Figure 1. The clock network (run 1).
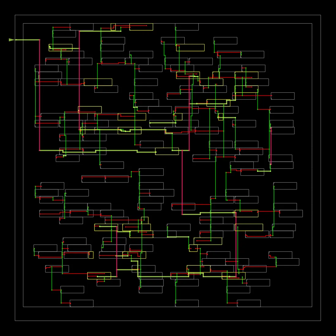
Figure 2. Drive-strength map (run 1).
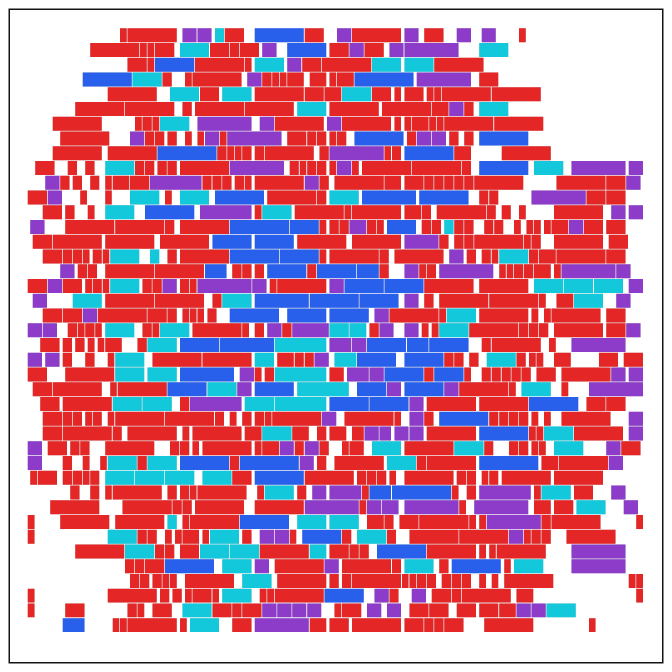
Figure 3. Cell classes on the final placement (run 1).
Bar = 20 µm.
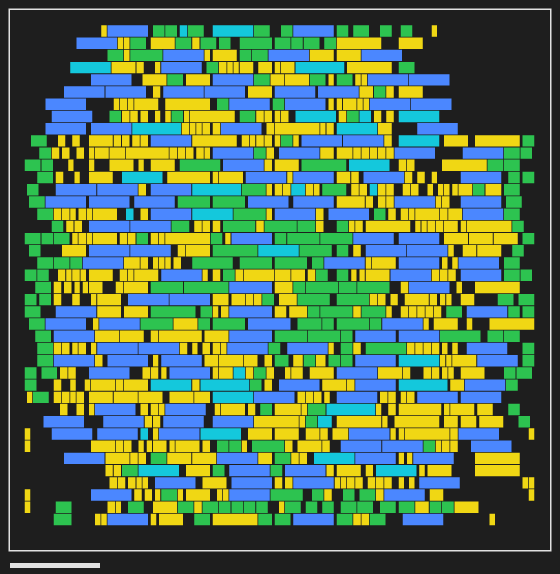
Figure 4. Clock distribution (run 1).
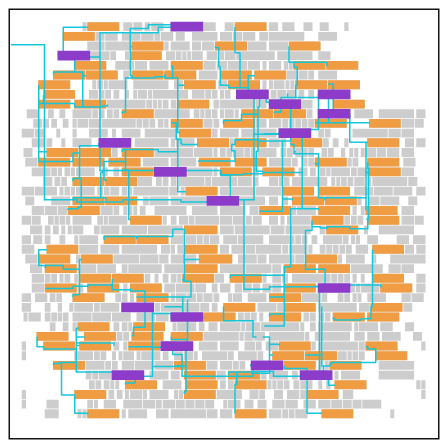
===== src/rtl/pipe_stage_reg_if.sv =====
// Handshake bundle for pipe_stage_reg: upstream valid/ready/data, downstream valid/ready/data,
// flush and status. The slave modport is the stage's view; master is the surrounding logic's view.
interface pipe_stage_reg_if #(
  parameter int DATA_W = 64,
  parameter int CNT_W  = 16
);
  logic              In_Valid;
  logic              In_Ready;
  logic [DATA_W-1:0] In_Data;
  logic              Out_Valid;
  logic              Out_Ready;
  logic [DATA_W-1:0] Out_Data;
  logic              Flush;
  logic [1:0]        Occupancy;
  logic [CNT_W-1:0]  Stall_Count;

  modport slave (
    input  In_Valid, In_Data, Out_Ready, Flush,
    output In_Ready, Out_Valid, Out_Data, Occupancy, Stall_Count
  );

  modport master (
    output In_Valid, In_Data, Out_Ready, Flush,
    input  In_Ready, Out_Valid, Out_Data, Occupancy, Stall_Count
  );
endinterface


===== src/rtl/pipe_stage_reg.sv =====
// Pipeline stage register with valid/ready handshake, two-entry skid buffer and synchronous flush.
// Optional back-pressure counter enabled by defining PIPE_STAGE_STALL_CNT_EN.
module pipe_stage_reg #(
  parameter int DATA_W = 64,
  parameter int CNT_W  = 16
) (
  input  logic             Clk,
  input  logic             Reset_n,
  pipe_stage_reg_if.slave  bus
);

  typedef enum logic [1:0] {
    ST_EMPTY = 2'd0,
    ST_BUSY  = 2'd1,
    ST_FULL  = 2'd2
  } state_e;

  state_e            state_q, state_d;
  logic [DATA_W-1:0] main_q, main_d;
  logic [DATA_W-1:0] skid_q, skid_d;
  logic              in_ready_q, in_ready_d;
  logic              out_valid_q, out_valid_d;
  logic [1:0]        occupancy_q, occupancy_d;
  logic              in_fire;
  logic              out_fire;

  // Handshake qualifiers use only registered outputs, so no input-to-ready path exists.
  assign in_fire  = bus.In_Valid & in_ready_q;
  assign out_fire = out_valid_q & bus.Out_Ready;

  always_comb begin
    state_d = state_q;
    main_d  = main_q;
    skid_d  = skid_q;
    if (bus.Flush) begin
      state_d = ST_EMPTY;
      main_d  = '0;
      skid_d  = '0;
    end else begin
      unique case (state_q)
        ST_EMPTY: begin
          if (in_fire) begin
            state_d = ST_BUSY;
            main_d  = bus.In_Data;
          end
        end
        ST_BUSY: begin
          if (in_fire && out_fire) begin
            main_d = bus.In_Data;
          end else if (in_fire) begin
            state_d = ST_FULL;
            skid_d  = bus.In_Data;
          end else if (out_fire) begin
            state_d = ST_EMPTY;
          end
        end
        ST_FULL: begin
          if (out_fire) begin
            state_d = ST_BUSY;
            main_d  = skid_q;
          end
        end
        default: state_d = ST_EMPTY;
      endcase
    end

    in_ready_d  = (state_d != ST_FULL);
    out_valid_d = (state_d != ST_EMPTY);
    unique case (state_d)
      ST_BUSY: occupancy_d = 2'd1;
      ST_FULL: occupancy_d = 2'd2;
      default: occupancy_d = 2'd0;
    endcase
  end

  always_ff @(posedge Clk or negedge Reset_n) begin
    if (!Reset_n) begin
      state_q     <= ST_EMPTY;
      main_q      <= '0;
      skid_q      <= '0;
      in_ready_q  <= 1'b1;
      out_valid_q <= 1'b0;
      occupancy_q <= 2'd0;
    end else begin
      state_q     <= state_d;
      main_q      <= main_d;
      skid_q      <= skid_d;
      in_ready_q  <= in_ready_d;
      out_valid_q <= out_valid_d;
      occupancy_q <= occupancy_d;
    end
  end

  assign bus.In_Ready  = in_ready_q;
  assign bus.Out_Valid = out_valid_q;
  assign bus.Out_Data  = main_q;
  assign bus.Occupancy = occupancy_q;

`ifdef PIPE_STAGE_STALL_CNT_EN
  logic [CNT_W-1:0] stall_cnt_q, stall_cnt_d;

  // Counts stalled cycles regardless of Flush; saturates instead of wrapping.
  always_comb begin
    stall_cnt_d = stall_cnt_q;
    if (out_valid_q && !bus.Out_Ready && (stall_cnt_q != {CNT_W{1'b1}})) begin
      stall_cnt_d = stall_cnt_q + CNT_W'(1);
    end
  end

  always_ff @(posedge Clk or negedge Reset_n) begin
    if (!Reset_n) begin
      stall_cnt_q <= '0;
    end else begin
      stall_cnt_q <= stall_cnt_d;
    end
  end

  assign bus.Stall_Count = stall_cnt_q;
`else
  assign bus.Stall_Count = '0;
`endif

endmodule


===== src/flat_wrapper.sv =====
// flat-port wrapper written by rule: the top's interface ports become plain ports
module pipe_stage_reg_flat 
#(
  parameter int DATA_W = 64,
  parameter int CNT_W  = 16
)
  (Clk, Reset_n, bus_In_Valid, bus_In_Data, bus_Out_Ready, bus_Flush, bus_In_Ready, bus_Out_Valid, bus_Out_Data, bus_Occupancy, bus_Stall_Count);
  pipe_stage_reg_if #(.DATA_W(DATA_W), .CNT_W(CNT_W)) bus_i ();
  input  logic Clk;
  input  logic Reset_n;
  input wire logic [$bits(bus_i.In_Valid)-1:0] bus_In_Valid;
  input wire logic [$bits(bus_i.In_Data)-1:0] bus_In_Data;
  input wire logic [$bits(bus_i.Out_Ready)-1:0] bus_Out_Ready;
  input wire logic [$bits(bus_i.Flush)-1:0] bus_Flush;
  output wire logic [$bits(bus_i.In_Ready)-1:0] bus_In_Ready;
  output wire logic [$bits(bus_i.Out_Valid)-1:0] bus_Out_Valid;
  output wire logic [$bits(bus_i.Out_Data)-1:0] bus_Out_Data;
  output wire logic [$bits(bus_i.Occupancy)-1:0] bus_Occupancy;
  output wire logic [$bits(bus_i.Stall_Count)-1:0] bus_Stall_Count;
  assign bus_i.In_Valid = bus_In_Valid;
  assign bus_i.In_Data = bus_In_Data;
  assign bus_i.Out_Ready = bus_Out_Ready;
  assign bus_i.Flush = bus_Flush;
  assign bus_In_Ready = bus_i.In_Ready;
  assign bus_Out_Valid = bus_i.Out_Valid;
  assign bus_Out_Data = bus_i.Out_Data;
  assign bus_Occupancy = bus_i.Occupancy;
  assign bus_Stall_Count = bus_i.Stall_Count;
  pipe_stage_reg #(.DATA_W(DATA_W), .CNT_W(CNT_W)) u_core (.Clk(Clk), .Reset_n(Reset_n), .bus(bus_i));
endmodule

===== config.mk =====
export PLATFORM = sky130hd
export DESIGN_NAME = pipe_stage_reg_flat
export DESIGN_NICKNAME = d
export VERILOG_FILES = /design/src/rtl/pipe_stage_reg_if.sv /design/src/rtl/pipe_stage_reg.sv /design/src/flat_wrapper.sv
export SDC_FILE = /design/constraint.sdc
export NUM_CORES = 1
export LEC_CHECK = 0
export CAP_MARGIN = 10
export CORE_MARGIN = 3
export CORE_UTILIZATION = 51
export DETAILED_ROUTE_END_ITERATION = 12
export GPL_TIMING_DRIVEN = 1
export HOLD_SLACK_MARGIN = 0.03
export PLACE_DENSITY = 0.81
export SETUP_SLACK_MARGIN = 0.3
export SYNTH_ARGS = -nofsm -noshare
export SYNTH_HDL_FRONTEND = slang
export SYNTH_SLANG_ARGS = --single-unit
export TNS_END_PERCENT = 20

===== constraint.sdc =====
create_clock -name Clk -period 2.1 [get_ports Clk]
set_clock_uncertainty 0.2 [all_clocks]
set_input_delay 0.525 -clock Clk [delete_from_list [all_inputs] [get_ports Clk]]
set_output_delay 0.525 -clock Clk [all_outputs]
set_load 0.05 [all_outputs]

==> metrics.cfg, run 1 <==
[final_layout]
design_area_um2=10200
buf_share_pct=21.4
post-route-util_pct=80.2
regArea_um2=3360
clk_share_pct=6.48

[placement]
dp_hpwl_mm=12.9

[logic_synthesis]
netlist_area_um2=6660
synth-compound-area-share_pct=27.8
yosysTopAreaCellShare_pct=50.0
synth-edff-count=0
ys_ff=134
synth_cell_types=30
synth.largest_area_cell=dfrtp_1

[floorplanning]
die_x_um=120
pin_count=153
placeableCoreArea_um2=12700
rows=41
dieArea_um2=14500

[global_route]
grt_first_pass_wirelength_mm=35.3
grt_pass1_vias=6711
grt.total_usage_pct=31.0

[clocking]
htreeDepth=4

[critical_path]
cp_slowest_stage_delay_ns=0.53
crit_slowest_cell=a2111oi_0
cp.required_ns=2.19
crit_path_end_kind=register

[final_timing]
relSlewSlack_pct=64.5
finalWorstSetupSlack_ns=0.0430
min_period_ns=2.06
timing_max_transition_violations_final=0

[job]
warnings=29

[pwr]
finalPower_w=0.00945

[routing]
wl_per_cell_um=25.9
first_iter_violations=1090
dr.pass1.iters=8

[run_status]
status=finished, final reports clean

[hold_path]
min_path_type=primary input to register

About Figure 1:
total CTS buffers: 17
clkbuf count: 17

About Figure 2:
colour	size	cells	share
blue	_6 and larger	65	7.6%
cyan	_2 cells	86	10%
purple	_3 and _4 cells	125	15%
red	_0 and _1 cells	577	68%

About Figure 3:
colour	class	cells
cyan	clock drivers and dummy loads	31
green	remaining buffers and delay cells	200
yellow	combinational and other logic	488
blue	sequential cells	134

About Figure 4:
[orange] flip-flops | count: 134
[purple] clock drivers | count: 17
[cyan] clock wires | length: 1820 µm
flops lie	widely spread

-- run 1: layer usage --
layer  track usage (%)  part of all wire, %  vias to the layer above
met5                 0                    0                        -
met4              16.6                  6.5                        0
met3              7.58                   11                      171
met2              51.8                   49                      704
met1              37.1                   34                     3517
li1                  -                    -                     2930
-- run 1: path summary, 6_finish.rpt --
| path | start | endpoint | slack (ns) | cells past startpoint |
|---|---|---|---|---|
| min | bus_Flush | u_core.bus.Out_Data[45]$_DFFE_PN0P_ | 0.30 | 2 |
| min in group asynchronous | Reset_n | u_core.skid_q[5]$_DFFE_PN0P_ | 0.41 | 2 |
| max reg2reg | u_core.state_q[1]$_DFF_PN0_ | u_core.bus.Out_Data[38]$_DFFE_PN0P_ | 0.04 | 5 |
| max in group asynchronous | Reset_n | u_core.skid_q[13]$_DFFE_PN0P_ | 0.72 | 3 |
| min reg2reg | u_core.skid_q[31]$_DFFE_PN0P_ | u_core.skid_q[31]$_DFFE_PN0P_ | 0.34 | 2 |
| max | u_core.state_q[1]$_DFF_PN0_ | u_core.bus.Out_Data[38]$_DFFE_PN0P_ | 0.04 | 5 |
-- run 1: sequential cells by signal (all words and copies together), names as in the netlist --
signal and cells:
u_core.bus.Out_Data 64, u_core.state_q 2, u_core.bus.Out_Valid 1, u_core.bus.In_Ready 1
u_core.skid_q 64, u_core.bus.Occupancy 2
-- run 1: power by group --
group	internal [W]	switching (W)	leakage (nW)
combinational	0.00116	0.00186	1.97
sequential	0.00281	0.000223	1.80
clock	0.00221	0.00119	0.318
total	0.00618	0.00327	4.08
-- run 1: cell families after synthesis --
| family | Yosys count |
|---|---|
| compound gates | 269 |
| simple gates | 201 |
| flops | 134 |
| buf+inv | 109 |
| other cells | 1 |
--- run 2 (diff from run 1) ---
- CAP_MARGIN: 10 -> 15
- HOLD_SLACK_MARGIN: 0.03 -> 0.08
- MAX_ROUTING_LAYER: not set -> met4
Figure 5. Cell classes on the final placement (run 2).
Bar = 20 µm.
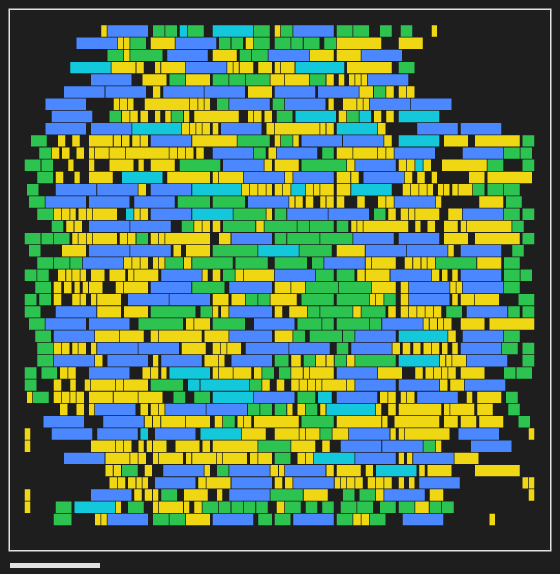
colour	class	cells
cyan	clock drivers and dummy loads	31
blue	sequential cells	134
yellow	combinational and other logic	488
green	remaining buffers and delay cells	200
flop share of the area: 33.1%
Core Area: 12700 µm²
final core utilization: 80.1%

Figure 6. Drive-strength map (run 2).
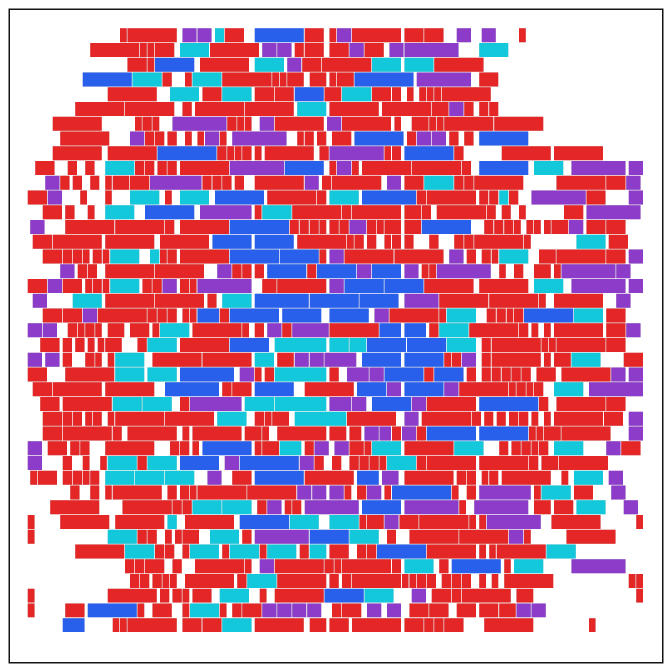
colour	size	cells	share
cyan	_2 cells	85	10%
blue	_6 and larger	65	7.6%
purple	_3 and _4 cells	125	15%
red	_0 and _1 cells	578	68%
Plain + repair buffers: 200
fin area: 10200 µm²
area grow syn2layout: 52.4%
final worst slack: 0.0572 ns

Figure 7. The metal 1 layer (run 2).
Supply wires on this layer in grey. Cells faint in the background.
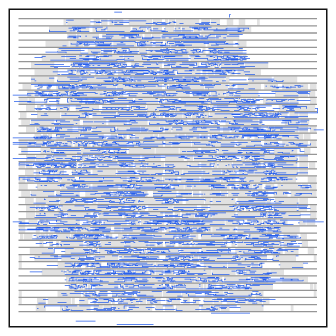
nets with wire on the layer	797
share of all routed wire	34%
drt total wl: 26.4 mm
via count: 7206

==> metrics.cfg, run 2 <==
[run_status]
status=finished, final reports clean

[pwr]
switching_power_w=0.00326  ; -0.42%
cellInternalPower_w=0.00618  ; about the same
pg_clk_w=0.00339  ; about the same
p_comb_w=0.00301  ; about the same
top_power_group=clock
power.clock.fraction_pct=36.0  ; about the same
p_seq_share_pct=32.2  ; about the same
power_leakage_nw=4.08
p_comb_share_pct=31.9  ; about the same
swShare_pct=34.5  ; -0.089 points
seq_cell_power_w=0.00303  ; about the same
peakVddDrop_mv=0.663

[placement]
dp_hpwl_mm=12.9  ; unchanged
pre_cts_ws_ns=-0.479
dp.cells=971
io_buffer_count=136

[routing]
drc=0
wl_met1_mm=8.94  ; +0.10%
wl_per_cell_um=25.7  ; -0.66%
dr.pass1.iters=6  ; -2
first_iter_violations=1066  ; -2.2%
top_layer_used=met4
wl_met2_mm=13.0  ; -0.19%
dr_wl_met3_mm=2.85  ; -1.4%

[final_timing]
timing_max_transition_violations_final=0  ; unchanged
max_freq_ghz=0.490
grt_setup_unrepaired=true
min_period_ns=2.04  ; -0.0142 ns
final.period_utilization_pct=97.3
setup_viol=0
worst_slew_pin_slew_ns=0.508
relSlewSlack_pct=66.1  ; +1.6 points
finalHoldViolCount=0

[logic_synthesis]
synth_cell_types=30  ; unchanged
synth.mux.area_fraction_pct=0
ys_async_sr_fraction_pct=100
synth.largest_area_cell=dfrtp_1
yosys-top-cells-area=dfrtp_1, a2111oi_0, a311oi_1, nand2_1, a21oi_1
yosysTopAreaCellShare_pct=50.0  ; unchanged
netlist_area_um2=6660  ; unchanged
ys_warn_count=0
syn_inst=714
synthTopLogicFamily=AND-OR/OR-AND gates
synth-compound-area-share_pct=27.8  ; unchanged
synth-edff-count=0  ; unchanged
ys_ff=134  ; unchanged
xor_share_pct=0

[final_layout]
regArea_um2=3360  ; unchanged
drive_above_1_share_pct=32.2
fin_cells=1026

[critical_path]
crit_slowest_cell=a2111oi_2
crit_chain=and4b_2 > buf_12 > buf_12 > a2111oi_2 > a311oi_2
crit_path_end_kind=register
crit_top_cell=buf_12
cp_slowest_stage_delay_ns=0.50  ; -0.03 ns
critPathKind=register to register
start_kind=register
cp.required_ns=2.20  ; about the same

[global_route]
grt_first_pass_wirelength_mm=35.2  ; about the same
grt_pass1_vias=6700  ; -0.16%
gr-usage-met3_pct=7.53  ; -0.047 points
busiest_layer=met2
grt.total_usage_pct=31.9  ; +0.88 points
met1_usage_pct=37.3  ; +0.16 points
grt_util_met2_pct=51.7  ; about the same

[floorplanning]
dieArea_um2=14500  ; unchanged
pin_count=153  ; unchanged
rows=41  ; unchanged
die_x_um=120  ; unchanged

[job]
cap_viol_max_count=0
warnings=29  ; unchanged

[clocking]
cts_tree=built
numCtsBuffers=17  ; unchanged
htreeDepth=4  ; unchanged

[hold_path]
min_path_type=primary input to register

-- run 2: worst paths after layout --
path	start	endpoint	slack (ns)	depth (start not counted)
max	u_core.state_q[1]$_DFF_PN0_	u_core.bus.Out_Data[43]$_DFFE_PN0P_	0.06	5
min	bus_Flush	u_core.bus.Out_Data[45]$_DFFE_PN0P_	0.30	2
max reg2reg	u_core.state_q[1]$_DFF_PN0_	u_core.bus.Out_Data[43]$_DFFE_PN0P_	0.06	5
min reg2reg	u_core.skid_q[31]$_DFFE_PN0P_	u_core.skid_q[31]$_DFFE_PN0P_	0.35	2
max in group asynchronous	Reset_n	u_core.bus.Out_Data[32]$_DFFE_PN0P_	0.72	3
min in group asynchronous	Reset_n	u_core.bus.Out_Data[6]$_DFFE_PN0P_	0.41	2
-- run 2: critical path, delay by kind of cell (launching register included) --
family | cells | cell delay, ns
AND-OR/OR-AND | 2 | 0.59
flip-flops | 1 | 0.47
buffers and inverters | 2 | 0.32
AND/OR/NAND/NOR | 1 | 0.29
-- run 2: through the flow --
step	hold slack [ns]	area (µm²)	total power, W
CTS	0.258	9310	0.00883
finish	0.301	10200	0.00944
detailed placement	0.309	8110	0.00521
global route	0.304	10200	0.00967
floorplan	0.0294	6740	0.00439
global placement	0.307	8110	0.00514
-- run 2: what timing repair did --
item                       CTS  global route
hold buffers                 1             0
setup endpoints to repair   75           112
gates cloned                 3             6
resized                     89           130
hold endpoints to repair    45             0
pin swaps                    5             5
setup buffers                9             4
-- run 2: area by class of cell --
class                   count  area share (%)
clock buffers              17            4.19
inverters                   1          0.0616
multi-input cells         487            36.8
flip-flops and latches    134            33.1
clock inverters            14            2.29
diodes                      1          0.0246
well taps                 172            2.12
repair buffers            200            21.5
No activity file was given, so power comes from the tool's default toggle rates.
